Fig. 1: run 1, signal wires by layer
Bar = 20 microns. Only two layers are drawn.
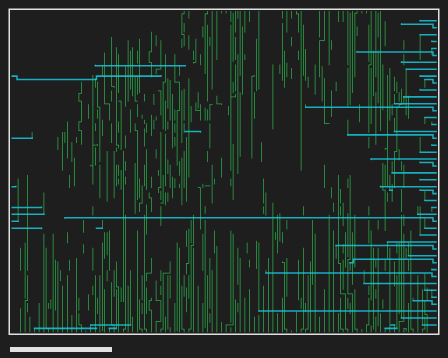
Fig. 2: run 1, placed standard cells
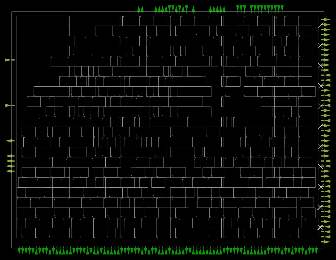
Fig. 3: run 1, signal metal coverage by tile
Bar = 20 microns. 17 x 13 tiles, from black (low) to pale yellow (high), scaled to the fullest tile. Values are wire area over tile area, all layers added.
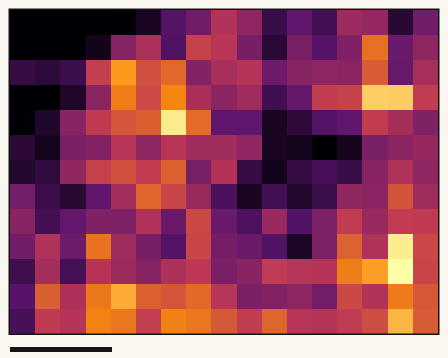
Fig. 4: run 1, placement by cell class
Fill, decap, tap and diode cells in gray.
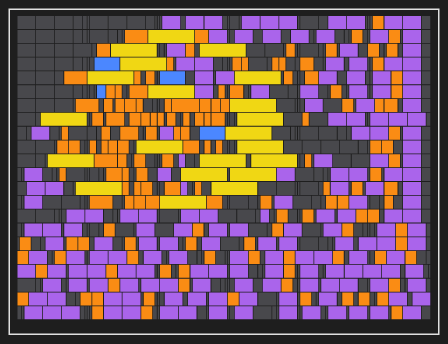
==> config.mk <==
export PLATFORM = sky130hd
export DESIGN_NAME = mod_hk_ctrl
export DESIGN_NICKNAME = d
export VERILOG_FILES = /design/src/rtl/mod_hk_ctrl.sv
export SDC_FILE = /design/constraint.sdc
export NUM_CORES = 1
export LEC_CHECK = 0
export CAP_MARGIN = 40
export CORE_ASPECT_RATIO = 0.75
export CORE_MARGIN = 1
export CORE_UTILIZATION = 30
export DETAILED_ROUTE_END_ITERATION = 10
export PLACE_DENSITY = 0.89
export RECOVER_POWER = 100
export SETUP_SLACK_MARGIN = 0.05
export SYNTH_ARGS = -nofsm -noshare
export SYNTH_HDL_FRONTEND = slang
export SYNTH_SLANG_ARGS = --single-unit
==> constraint.sdc <==
create_clock -name CLK -period 3.1 [get_ports CLK]
set_clock_uncertainty 0.15 [all_clocks]
set_input_delay 0.31 -clock CLK [delete_from_list [all_inputs] [get_ports CLK]]
set_output_delay 0.31 -clock CLK [all_outputs]
set_load 0.01 [all_outputs]
==> results_slide.txt, run 1 <==
Key Metrics from the Run

Pwr
  – Power share of the combinational group: 0.667
  – P per Cell Area: 518.0 nW/um^2
  – Total net switching power: 675.6 uW
  – Switching part of the total: 0.3971
  – Clock power frac: 0.106
  – Clk. pwr: 180 uW
  – Seq group: 387 uW
  – Largest power group: combinational cells
  – P_comb: 1130 uW
  – Sequential power share: 0.228
  – Leak pwr: 0.001455 uW

CTS
  – Total number of H-tree levels: 1
  – Count of buffers added by post-CTS timing repair for setup: 0
  – Root buffer cell: clkbuf_8
  – Count of clock tree sinks: 21
  – Insertion delay of the later-clocked pin in the worst-skew pair: 260 ps
  – CTS clock-pin slew for the worst setup and hold paths: 80 ps
  – Total CTS buffers: 3
  – CTS-repair resized insts: 0
  – TritonCTS clock tree: yes
  – Hold buffer count at CTS: 0

Global route
  – Initial antenna violation count: 0
  – Met1 usage in global routing: 0.2717
  – Pin count of the biggest net entering global routing: 33
  – First-pass GRT wire length: 9.170 mm
  – Vias in the first global route: 1716
  – GR Util met2: 0.3975
  – Layer with the highest usage: met2
  – Global-route congestion overflow total: 0

STA
  – Pins over their slew limit: 0
  – Min setup slack post-route: 265.8 ps
  – Share of the cycle needed by the critical path after routing: 0.9142
  – Final count of hold timing violations: 0
  – Final critical path time including I/O delays and setup: 2834 ps
  – Accumulated negative setup slack: 0 ps
  – Unrepaired setup endpoints after global routing: false
  – Measured slew at the worst slew-check pin: 795.3 ps
  – Achievable frequency: 352.8 MHz
  – Slew Limit Headroom: 0.4692

Yosys
  – Synthesized netlist cell count: 185
  – Post-Synth Adder-Cell Area: 0.04112
  – Cell type contributing the most total cell area after synthesis: dfrtp_1
  – Max-area cell share: 0.3454
  – Count of library flops with an enable pin: 0
  – Leading post-synthesis cells by cell area: dfrtp_1 (35%), nor2b_1 (14%), and2_1 (14%)
  – Proportion of register bits with asynchronous set or reset after synthesis: 1.000
  – Proportion of synthesized chip area in sequential cells: 0.3454
  – Synthesized registers: 21
  – Ys Warns: 0
  – Post-synthesis instance area: 1521 sq um
  – Xor and xnor fraction of the mapped netlist area: 0.01151
  – Most common cell in the netlist: nor2b_1
  – Simple-gate portion of the synthesized area: 0.3939
  – Mean instance size in the synthesized netlist: 8.224 sq um
  – Most used standard cells in the synthesized netlist: nor2b_1 (35), and2_1 (33), dfrtp_1 (21)
  – Prevailing post-synth register cell: dfrtp_1
  – Chip area line of the yosys report: 1521 sq um
  – Unique cell types: 31

Worst setup path
  – Ordered cell list for the critical path: ha_1 -> nor2b_1 -> and3_1 -> buf_4 -> a22oi_1 -> o21ai_0 -> dlygate4sd3_1
  – Type of the setup path with the least slack: flop to output pin
  – Worst reg2reg path depth: 6
  – Kind of start point of the critical path: flop
  – Data required, critical path: 2640 ps
  – Setup slack on the worst flop-to-flop path: 900 ps
  – Worst endpoint data arrival time: 2370 ps
  – Worst path slowest cell: dlygate4sd3_1
  – Largest fanout on the critical path: 10
  – Largest stage delay, worst path: 640 ps
  – Kind of end point of the critical path: output pin

Final layout
  – Multi-input gate area: 890.9 sq um
  – Area occupied by registers: 525.5 sq um
  – Proportion of layout cells with a drive suffix above 1: 0.03161
  – Fill count: 407
  – Post-synthesis to final-layout area growth: 115.9%
  – # nets final: 437

Floorplanning
  – Boundary pin count: 171
  – Die Height: 63.68 microns
  – Floorplan die area: 5363 sq um
  – Core Density at Floorplan: 0.3123
  – Horizontal die dimension: 84.23 microns

Worst hold path
  – Worst hold path depth: 0
  – Kind of path behind the tightest hold check: flop to flop

Detailed routing
  – Number of DRC markers after the initial detailed-route iteration: 72
  – Top layer in use: met4
  – Final ANT Viol Nets: 0
  – M1 wire length: 2.569 mm
  – Via-to-Cell Ratio: 4.572
  – Met2 Wirelength: 2.949 mm
  – First-pass iteration count of the detailed router: 7
  – DRC viols: 44

Placed design
  – Detailed placer's ending HPWL: 5.081 mm
  – Routability-driven placement congestion ratio: 0.8049
  – Post-place setup slack: 408.5 ps
  – Quantity of I/O buffers inserted on ports: 170

Run
  – Total number of warnings across the stage logs: 29
  – Max-capacitance violation count: 0

Status
  – Result of the run: complete, but fails checks
  – Violated checks: DRC
Notes on Fig. 1 above:
- metal 3: cyan (wire length 511 microns)
- metal 2: green (wire length 2950 microns)
global-route total usage across every layer: 0.2212
routed wirelength normalized by instance count: 14.89 microns
vias after detailed routing: 1870
total length of routed wires: 6.089 mm

Notes on Fig. 2 above:
Tap Count: 60
number of placement rows: 22
Layout Utilization: 0.6741
total core area: 4872 sq um
final cell count without fillers: 409

Notes on Fig. 3 above:
- mean over tiles: 0.18
- fullest tile: 0.48
- nearly empty tiles: 5.4%

Notes on Fig. 4 above:
- clock drivers and dummy loads: blue (cells 4)
- sequential cells: yellow (cells 21)
- remaining buffers and delay cells: purple (cells 175)
- combinational and other logic: orange (cells 148)
final standard cell area without fillers: 3284 sq um
share of the final layout cell area in sequential cells: 0.1600

[run 1: cell type report]
cell class                 count  area share
multi-input combinational    144      0.2712
sequential                    21      0.1600
clock inverter                 1    0.001524
timing repair buffer         175      0.5265
antenna                        1   0.0007619
inverter                       4    0.004571
clock buffer                   3     0.01257
tap                           60     0.02286
[run 1: critical path, delay by kind of cell (launching register included)]
kind / cells / cell delay [ps]
buffers and inverters: 2 / 820
AOI/OAI and AO/OA: 2 / 280
and+or+nand+nor: 2 / 340
adders and majority gates: 1 / 240
DFF: 1 / 430
[run 1: stage by stage]
stage	instances	total power, uW	cell area (sq um)
CTS	408	1797	3296
floorplan	185	999.8	1521
global placement	404	1585	3249
detailed placement	404	1615	3249
global route	408	1820	3282
finish	409	1701	3284
==> run 2: changes to the inputs <==
Settings changed: HOLD_SLACK_MARGIN from default to 0.03.
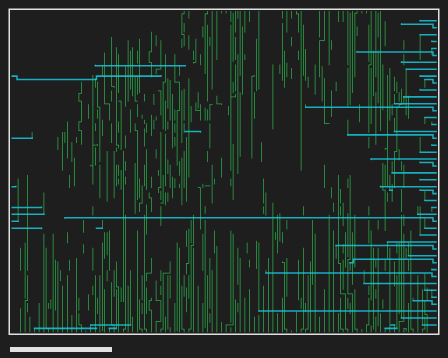
Fig. 5. Signal wires by layer (run 2).
Bar = 20 microns. Only two layers are drawn.
- metal 2: green (wire length 2950 microns)
- metal 3: cyan (wire length 511 microns)

==> results_slide.txt, run 2 <==
Key Metrics from the Run

Status
  – Result of the run: complete, but fails checks (unchanged)
  – Violated checks: DRC (unchanged)

Final layout
  – Flop count: 21 (unchanged)
  – Multi-input gate area: 890.9 sq um (unchanged)
  – Layout non-clock buf frac: 0.5265 (unchanged)
  – Final cell count without fillers: 409 (unchanged)
  – # nets final: 437 (unchanged)
  – Cell kind with the greatest summed area: non-clock buffers (unchanged)
  – Total of clock buffers placed in the layout: 3 (unchanged)
  – Comb area share: 0.2712 (unchanged)
  – Count of buffers not belonging to the clock network in the layout: 175 (unchanged)
  – Ant. Diodes: 1 (unchanged)
  – Layout Utilization: 0.6741 (unchanged)
  – Final standard cell area without fillers: 3284 sq um (unchanged)
  – MI comb cells: 144 (unchanged)
  – Proportion of layout cells with a drive suffix above 1: 0.03161 (unchanged)
  – Post-synthesis to final-layout area growth: 115.9% (unchanged)
  – Number of logic inverters in the finished layout: 4 (unchanged)

Yosys
  – Most common cell in the netlist: nor2b_1 (unchanged)
  – Mean instance size in the synthesized netlist: 8.224 sq um (unchanged)
  – Synthesized registers: 21 (unchanged)
  – Ys Warns: 0 (unchanged)
  – Synthesized netlist cell count: 185 (unchanged)
  – Most used standard cells in the synthesized netlist: nor2b_1 (35), and2_1 (33), dfrtp_1 (21) (unchanged)
  – Cell type contributing the most total cell area after synthesis: dfrtp_1 (unchanged)
  – Proportion of synthesized chip area in sequential cells: 0.3454 (unchanged)
  – Chip area line of the yosys report: 1521 sq um (unchanged)
  – Post-synthesis instance area: 1521 sq um (unchanged)
  – Unique cell types: 31 (unchanged)

Pwr
  – P per Cell Area: 518.0 nW/um^2 (unchanged)
  – Switching part of the total: 0.3971 (unchanged)
  – Power share of the combinational group: 0.667 (about the same)
  – Total net switching power: 675.6 uW (unchanged)
  – Leak pwr: 0.001455 uW (unchanged)
  – Clock power frac: 0.106 (about the same)
  – Clk. pwr: 180 uW (about the same)

Detailed routing
  – DRC viols: 44 (unchanged)
  – Total length of routed wires: 6.089 mm (unchanged)
  – Routed wirelength normalized by instance count: 14.89 microns (unchanged)
  – Number of DRC markers after the initial detailed-route iteration: 72 (unchanged)
  – Via-to-Cell Ratio: 4.572 (unchanged)
  – First-pass iteration count of the detailed router: 7 (unchanged)

STA
  – Final count of hold timing violations: 0 (unchanged)
  – Measured slew at the worst slew-check pin: 795.3 ps (unchanged)
  – Slew Limit Headroom: 0.4692 (unchanged)
  – Pins over their slew limit: 0 (unchanged)
  – Min setup slack post-route: 265.8 ps (unchanged)
  – Accumulated negative setup slack: 0 ps (unchanged)
  – Unrepaired setup endpoints after global routing: false (unchanged)

CTS
  – Hold buffer count at CTS: 0 (unchanged)
  – Insertion delay of the later-clocked pin in the worst-skew pair: 260 ps (about the same)
  – Count of buffers added by post-CTS timing repair for setup: 0 (unchanged)
  – Root buffer cell: clkbuf_8 (unchanged)
  – Total CTS buffers: 3 (unchanged)
  – CTS-repair resized insts: 0 (unchanged)

Floorplanning
  – Horizontal die dimension: 84.23 microns (unchanged)
  – Number of placement rows: 22 (unchanged)
  – Boundary pin count: 171 (unchanged)
  – Tap Count: 60 (unchanged)
  – Die Height: 63.68 microns (unchanged)
  – Floorplan die area: 5363 sq um (unchanged)

Worst setup path
  – Largest fanout on the critical path: 10 (unchanged)
  – Ordered cell list for the critical path: ha_1 -> nor2b_1 -> and3_1 -> buf_4 -> a22oi_1 -> o21ai_0 -> dlygate4sd3_1 (unchanged)
  – Worst reg2reg path depth: 6 (unchanged)
  – Data required, critical path: 2640 ps (about the same)
  – Logic depth of the worst setup path including buffers: 7 (unchanged)
  – Largest stage delay, worst path: 640 ps (about the same)
  – Bufs and invs on worst path: 2 (unchanged)
  – Kind of end point of the critical path: output pin (unchanged)
  – Worst path slowest cell: dlygate4sd3_1 (unchanged)

Run
  – Total number of warnings across the stage logs: 29 (unchanged)

Global route
  – Global-route total usage across every layer: 0.2212 (unchanged)
  – Global-route congestion overflow total: 0 (unchanged)
  – Vias in the first global route: 1716 (unchanged)
  – Initial antenna violation count: 0 (unchanged)
  – First-pass GRT wire length: 9.170 mm (unchanged)
  – Pin count of the biggest net entering global routing: 33 (unchanged)

Worst hold path
  – Kind of path behind the tightest hold check: flop to flop (unchanged)
  – Worst hold path depth: 0 (unchanged)

Placed design
  – Quantity of I/O buffers inserted on ports: 170 (unchanged)
  – Number of placed cells counting well taps: 404 (unchanged)
  – Cell area after placement: 3249 sq um (unchanged)
  – Post-place setup slack: 408.5 ps (unchanged)
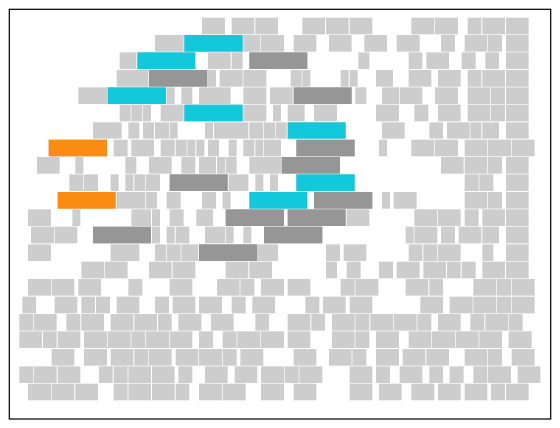
Fig. 6. Sequential cells grouped by signal name (run 2).
Other sequential cells in the stronger gray, the rest of the logic in the fainter gray.
- rom_addr: cyan (sequential cells 7)
- state_q: orange (sequential cells 2)
- not colored: 12
area occupied by registers: 525.5 sq um
Seq group: 387 uW

run 2: cell families (layout without fill, tap and decap cells):
kind of cell | Yosys count | count (layout) | share of synthesized area
simple gates | 104 | 104 | 0.3939
compound gates | 32 | 32 | 0.1308
flops | 21 | 21 | 0.3454
buf+inv | 20 | 183 | 0.06826
fa+ha+maj | 5 | 5 | 0.04112
xor+xnor | 2 | 2 | 0.01152
mux | 1 | 1 | 0.009044
other cells | 0 | 1 | 0
run 2: layer usage:
layer	GRT usage	vias to the layer above	routed length, microns
met5	0	-	0
met3	0.05636	6	511
li1	-	933	-
met1	0.2717	866	2569
met4	0.03448	0	59
met2	0.3975	65	2949
Power is estimated from default activity; no workload was simulated.
